[config.mk]
export PLATFORM = sky130hd
export DESIGN_NAME = cr16_control_fsm
export DESIGN_NICKNAME = d
export VERILOG_FILES = /design/src/rtl/cr16_ctrl_pkg.sv /design/src/rtl/cr16_control_fsm_cond_check.sv /design/src/rtl/cr16_control_fsm.sv
export SDC_FILE = /design/constraint.sdc
export NUM_CORES = 1
export LEC_CHECK = 0
export CORE_UTILIZATION = 37
export CTS_CLUSTER_SIZE = 20
export DETAILED_ROUTE_END_ITERATION = 8
export PLACE_DENSITY = 0.8
export SYNTH_ARGS = -nofsm -noshare
export SYNTH_HDL_FRONTEND = slang
export SYNTH_SLANG_ARGS = --single-unit
[constraint.sdc]
create_clock -name clk -period 2.71 [get_ports clk]
set_clock_uncertainty 0.1 [all_clocks]
set_input_delay 0.4065 -clock clk [delete_from_list [all_inputs] [get_ports clk]]
set_output_delay 0.4065 -clock clk [all_outputs]
set_load 0.1 [all_outputs]
[src/rtl/cr16_ctrl_pkg.sv]
// Shared definitions for the CR16 multicycle control FSM: states, opcode and
// extension fields, condition codes, PSR bit positions and result-mux codes.
package cr16_ctrl_pkg;

    typedef enum logic [2:0] {
        FETCH  = 3'd0,
        DECODE = 3'd1,
        EXEC   = 3'd2,
        LOAD   = 3'd3,
        STORE  = 3'd4,
        JUMP   = 3'd5
    } state_t;

    // Primary opcodes, instr[15:12]
    localparam logic [3:0] OP_RTYPE   = 4'b0000;
    localparam logic [3:0] OP_ANDI    = 4'b0001;
    localparam logic [3:0] OP_ORI     = 4'b0010;
    localparam logic [3:0] OP_XORI    = 4'b0011;
    localparam logic [3:0] OP_SPECIAL = 4'b0100;
    localparam logic [3:0] OP_ADDI    = 4'b0101;
    localparam logic [3:0] OP_SHIFT   = 4'b1000;
    localparam logic [3:0] OP_SUBI    = 4'b1001;
    localparam logic [3:0] OP_CMPI    = 4'b1011;
    localparam logic [3:0] OP_BCOND   = 4'b1100;
    localparam logic [3:0] OP_MOVI    = 4'b1101;
    localparam logic [3:0] OP_LUI     = 4'b1111;

    // Extension codes under OP_SPECIAL, instr[7:4]
    localparam logic [3:0] EXT_LOAD  = 4'b0000;
    localparam logic [3:0] EXT_STOR  = 4'b0100;
    localparam logic [3:0] EXT_JAL   = 4'b1000;
    localparam logic [3:0] EXT_JCOND = 4'b1100;

    // ALU codes that update flags (shared by R-type ext and immediate op)
    localparam logic [3:0] ALU_ADD = 4'b0101;
    localparam logic [3:0] ALU_SUB = 4'b1001;
    localparam logic [3:0] ALU_CMP = 4'b1011;

    // Condition codes, instr[11:8]
    localparam logic [3:0] CC_EQ = 4'b0000;
    localparam logic [3:0] CC_NE = 4'b0001;
    localparam logic [3:0] CC_CS = 4'b0010;
    localparam logic [3:0] CC_CC = 4'b0011;
    localparam logic [3:0] CC_HI = 4'b0100;
    localparam logic [3:0] CC_LS = 4'b0101;
    localparam logic [3:0] CC_GT = 4'b0110;
    localparam logic [3:0] CC_LE = 4'b0111;
    localparam logic [3:0] CC_FS = 4'b1000;
    localparam logic [3:0] CC_FC = 4'b1001;
    localparam logic [3:0] CC_LO = 4'b1010;
    localparam logic [3:0] CC_HS = 4'b1011;
    localparam logic [3:0] CC_LT = 4'b1100;
    localparam logic [3:0] CC_GE = 4'b1101;
    localparam logic [3:0] CC_UC = 4'b1110;
    localparam logic [3:0] CC_NV = 4'b1111;

    // PSR bit indices
    localparam int PSR_C = 0;
    localparam int PSR_L = 2;
    localparam int PSR_F = 5;
    localparam int PSR_Z = 6;
    localparam int PSR_N = 7;

    // choose_result encodings
    localparam logic [1:0] CR_SHIFT = 2'b00;
    localparam logic [1:0] CR_ALU   = 2'b01;
    localparam logic [1:0] CR_PCALU = 2'b10;
    localparam logic [1:0] CR_LINK  = 2'b11;

    // ADD/SUB/CMP forms write the PSR
    function automatic logic is_flag_op(input logic [3:0] code);
        return (code == ALU_ADD) || (code == ALU_SUB) || (code == ALU_CMP);
    endfunction

    // Logical immediates and LUI take a zero-extended immediate
    function automatic logic is_zext_op(input logic [3:0] code);
        return (code == OP_ANDI) || (code == OP_ORI) ||
               (code == OP_XORI) || (code == OP_LUI);
    endfunction

endpackage

[src/rtl/cr16_control_fsm_cond_check.sv]
// Branch/jump condition evaluator: maps a 4-bit condition code and the PSR
// flags to a single taken bit.
module cond_check
    import cr16_ctrl_pkg::*;
(
    input  logic [3:0] cond,
    input  logic [7:0] psr,
    output logic       taken
);

    logic c_s, l_s, f_s, z_s, n_s;
    logic unused_flags;

    assign c_s = psr[PSR_C];
    assign l_s = psr[PSR_L];
    assign f_s = psr[PSR_F];
    assign z_s = psr[PSR_Z];
    assign n_s = psr[PSR_N];
    assign unused_flags = ^{psr[4:3], psr[1]};

    // Condition decode; code 1111 is never taken
    always_comb begin
        taken = 1'b0;
        case (cond)
            CC_EQ:   taken = z_s;
            CC_NE:   taken = ~z_s;
            CC_CS:   taken = c_s;
            CC_CC:   taken = ~c_s;
            CC_HI:   taken = l_s;
            CC_LS:   taken = ~l_s;
            CC_GT:   taken = n_s;
            CC_LE:   taken = ~n_s;
            CC_FS:   taken = f_s;
            CC_FC:   taken = ~f_s;
            CC_LO:   taken = ~l_s & ~z_s;
            CC_HS:   taken = l_s | z_s;
            CC_LT:   taken = ~n_s & ~z_s;
            CC_GE:   taken = n_s | z_s;
            CC_UC:   taken = 1'b1;
            CC_NV:   taken = 1'b0;
            default: taken = 1'b0;
        endcase
    end

endmodule

[src/rtl/cr16_control_fsm.sv]
// CR16 multicycle control FSM. Sequences fetch, decode, execute, memory and
// writeback for the RF/ALU datapath. Outputs are decoded from the current
// state and gated by instr, psr and mem_ready; illegal is a sticky register.
module cr16_control_fsm
    import cr16_ctrl_pkg::*;
#(
    parameter int WIDTH   = 16,
    parameter int REGBITS = 4
)(
    input  logic               clk,
    input  logic               reset,
    input  logic [WIDTH-1:0]   instr,
    input  logic [7:0]         psr,
    input  logic               mem_ready,
    output logic               pc_en,
    output logic               ir_en,
    output logic               reg_we,
    output logic               psr_en,
    output logic               next_instruction,
    output logic               mem_rd,
    output logic               mem_we,
    output logic               write_data,
    output logic               store_reg,
    output logic               zero_extend,
    output logic               src_b,
    output logic               shift_type,
    output logic [REGBITS-1:0] alu_cond,
    output logic               jmp_en,
    output logic               branch_en,
    output logic               jal_en,
    output logic [1:0]         choose_result,
    output logic               illegal
);

    logic [3:0] op_s, cond_s, ext_s, alu_code_s;
    logic       taken_s;
    logic       set_illegal_s;
    logic       unused_instr;
    state_t     state_r, state_next_s;
    logic       illegal_r;

    assign op_s         = instr[15:12];
    assign cond_s       = instr[11:8];
    assign ext_s        = instr[7:4];
    assign alu_code_s   = (op_s == OP_RTYPE) ? ext_s : op_s;
    assign unused_instr = ^instr[3:0];
    assign illegal      = illegal_r;

    cond_check u_cond_check (
        .cond  (cond_s),
        .psr   (psr),
        .taken (taken_s)
    );

    // State register and sticky illegal-instruction flag
    always_ff @(posedge clk) begin
        if (reset) begin
            state_r   <= FETCH;
            illegal_r <= 1'b0;
        end else begin
            state_r <= state_next_s;
            if (set_illegal_s) begin
                illegal_r <= 1'b1;
            end
        end
    end

    // Next-state and datapath control decode; all strobes forced low in reset
    always_comb begin
        state_next_s     = state_r;
        set_illegal_s    = 1'b0;
        pc_en            = 1'b0;
        ir_en            = 1'b0;
        reg_we           = 1'b0;
        psr_en           = 1'b0;
        next_instruction = 1'b0;
        mem_rd           = 1'b0;
        mem_we           = 1'b0;
        write_data       = 1'b1;
        store_reg        = 1'b0;
        zero_extend      = 1'b0;
        src_b            = 1'b0;
        shift_type       = 1'b0;
        alu_cond         = '0;
        jmp_en           = 1'b0;
        branch_en        = 1'b0;
        jal_en           = 1'b0;
        choose_result    = CR_ALU;

        if (reset) begin
            state_next_s = FETCH;
        end else begin
            case (state_r)
                FETCH: begin
                    next_instruction = 1'b1;
                    mem_rd           = 1'b1;
                    if (mem_ready) begin
                        ir_en        = 1'b1;
                        state_next_s = DECODE;
                    end else begin
                        state_next_s = FETCH;
                    end
                end

                DECODE: begin
                    case (op_s)
                        OP_RTYPE, OP_ANDI, OP_ORI, OP_XORI, OP_ADDI,
                        OP_SUBI, OP_CMPI, OP_MOVI, OP_LUI, OP_SHIFT:
                            state_next_s = EXEC;
                        OP_SPECIAL: begin
                            case (ext_s)
                                EXT_LOAD:           state_next_s = LOAD;
                                EXT_STOR:           state_next_s = STORE;
                                EXT_JAL, EXT_JCOND: state_next_s = JUMP;
                                default: begin
                                    set_illegal_s = 1'b1;
                                    pc_en         = 1'b1;
                                    state_next_s  = FETCH;
                                end
                            endcase
                        end
                        OP_BCOND:
                            state_next_s = JUMP;
                        default: begin
                            set_illegal_s = 1'b1;
                            pc_en         = 1'b1;
                            state_next_s  = FETCH;
                        end
                    endcase
                end

                EXEC: begin
                    pc_en        = 1'b1;
                    reg_we       = 1'b1;
                    state_next_s = FETCH;
                    if (op_s == OP_SHIFT) begin
                        choose_result = CR_SHIFT;
                        src_b         = 1'b0;
                    end else if (op_s == OP_RTYPE) begin
                        alu_cond = REGBITS'(alu_code_s);
                        src_b    = 1'b0;
                        psr_en   = is_flag_op(alu_code_s);
                        reg_we   = (alu_code_s != ALU_CMP);
                    end else begin
                        alu_cond    = REGBITS'(alu_code_s);
                        src_b       = 1'b1;
                        zero_extend = is_zext_op(op_s);
                        psr_en      = is_flag_op(alu_code_s);
                        reg_we      = (alu_code_s != ALU_CMP);
                    end
                end

                LOAD: begin
                    next_instruction = 1'b0;
                    mem_rd           = 1'b1;
                    if (mem_ready) begin
                        reg_we       = 1'b1;
                        write_data   = 1'b0;
                        pc_en        = 1'b1;
                        state_next_s = FETCH;
                    end else begin
                        state_next_s = LOAD;
                    end
                end

                STORE: begin
                    next_instruction = 1'b0;
                    store_reg        = 1'b1;
                    mem_we           = 1'b1;
                    if (mem_ready) begin
                        pc_en        = 1'b1;
                        state_next_s = FETCH;
                    end else begin
                        state_next_s = STORE;
                    end
                end

                JUMP: begin
                    pc_en         = 1'b1;
                    choose_result = CR_PCALU;
                    state_next_s  = FETCH;
                    if ((op_s == OP_SPECIAL) && (ext_s == EXT_JAL)) begin
                        jal_en        = 1'b1;
                        jmp_en        = 1'b1;
                        reg_we        = 1'b1;
                        choose_result = CR_LINK;
                    end else if (op_s == OP_SPECIAL) begin
                        jmp_en = taken_s;
                    end else begin
                        branch_en = taken_s;
                    end
                end

                default: begin
                    state_next_s = FETCH;
                end
            endcase
        end
    end

endmodule

Track usage over the die:
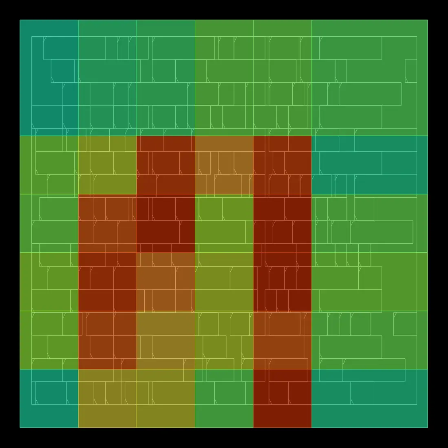
final design utilization: 84.2%
overall global routing resource usage: 27.6%

Selected gate families:
(12 px per um)
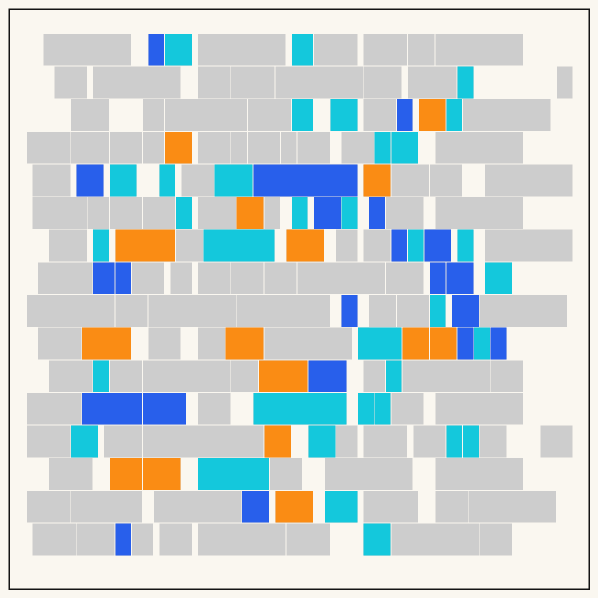
[cyan] NOR gates | cells: 34 | most used: nor2_1
[orange] AND and OR gates | cells: 15 | most used: and3_1
[blue] NAND gates | cells: 21 | most used: nand2_1

Routed metal per tile:
(8 px per um) 10 x 10 tiles, from white (low) to dark blue (high), scaled to the fullest tile. Values are wire area over tile area, all layers added.
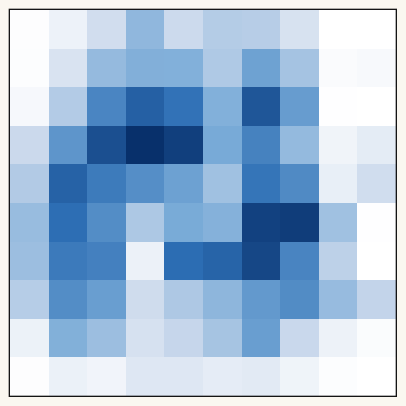
nearly empty tiles: 11%
mean over tiles: 0.22
fullest tile: 0.57

Close-up of the layout:
Region (9, 0) to (39, 30) um. Cells in grey, sequential cells in the stronger grey; small squares are vias.
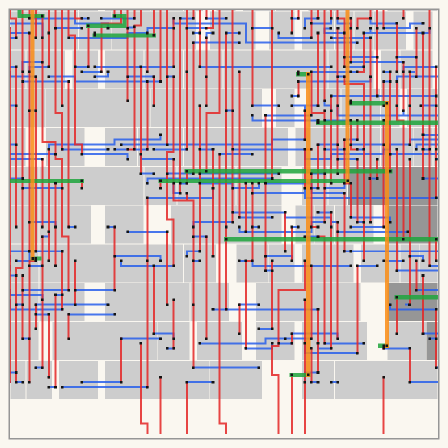
[orange] met4
[blue] met1
[green] met3
[red] met2
cells with their middle in the window: 77
netlist names of flops here include: state_r (1)
most frequent: buf_4 (9), nor2_1 (8), buf_12 (8)
sequential cells in the window: 1

Routed clock nets over the placement:
(8 px per um)
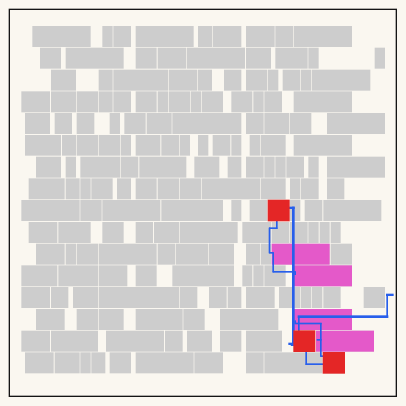
[red] cells driving clock nets | count: 3
[magenta] flip-flops | count: 4
[blue] clock wires | length: 64.8 um
routed clock nets: 4
flops lie: bottom right

-- worst paths after layout --
path,startpoint,endpoint,cells past startpoint
setup reg to reg,state_r[1],illegal,5
setup / recovery,instr[15],jmp_en,7
hold reg to reg,illegal,illegal,2
hold / removal,illegal,illegal,2
-- worst max-delay path, stage by stage --
cell	delay, ns
sky130_fd_sc_hd__dlygate4sd2_1	0.29
sky130_fd_sc_hd__or4b_4	0.52
sky130_fd_sc_hd__nor3_4	0.21
sky130_fd_sc_hd__nand4b_4	0.13
sky130_fd_sc_hd__or2_4	0.29
sky130_fd_sc_hd__o41ai_4	0.07
sky130_fd_sc_hd__buf_12	0.22
-- cell type report --
class	count	area (um^2)
clock buffer	3	22.5
sequential	4	80.1
fill	98	313
tap	27	33.8
inverter	5	26.3
multi-input combinational	103	756
timing repair buffer	60	751
==> CHANGELOG.md <==
### Physical design

* Final number of setup-violating endpoints at 0
* Maximum clock path buffer count at 2
* Cell chosen for the clock root: sky130_fd_sc_hd__clkbuf_4
* Met2 wirelength from detailed routing at roughly 1700 um
* Cts hold-fix bufs at 0
* Worst skew pair latency at ~0.23 ns
* CP startpoint kind: input port
* Chip Area at about 2300 um^2
* Fin area at about 1700 um^2
* Result of the run: complete, no violations
* Multiplexer area fraction after synthesis at 2.69%
* Leakage at ~0.71 nW
* Post-placement cell area at between 1500 and 2000 um^2
* Tally of buffers added on design ports at around 40
* Unique cell type count in the Yosys netlist at 46
* Combinational Power Share at between 60% and 70%
* Commonest non-fill, non-tap cells in the layout: sky130_fd_sc_hd__buf_4, sky130_fd_sc_hd__buf_12, sky130_fd_sc_hd__nor2_1, sky130_fd_sc_hd__clkdlybuf4s50_1, sky130_fd_sc_hd__nand2_1
* Top cell excl fill/tap: sky130_fd_sc_hd__buf_4
* Final weighted congestion of routability-driven global placement at approximately 0.88
* Chip height at 48.2 um
* CTS Buf Count at 3
* Post-synthesis sequential element count at 4
* Yosys Instances at roughly 120
* Biggest area consumer among synthesized cells: sky130_fd_sc_hd__nor2_1
* Post-Syn Nets at 149
* TritonCTS clock tree: done
* Met1 track demand over resource in global routing at between 20% and 30%
* Net switching power at 161 uW
* Register containing the most flip-flops in the final layout: state_r
Power is estimated from default activity; no workload was simulated.
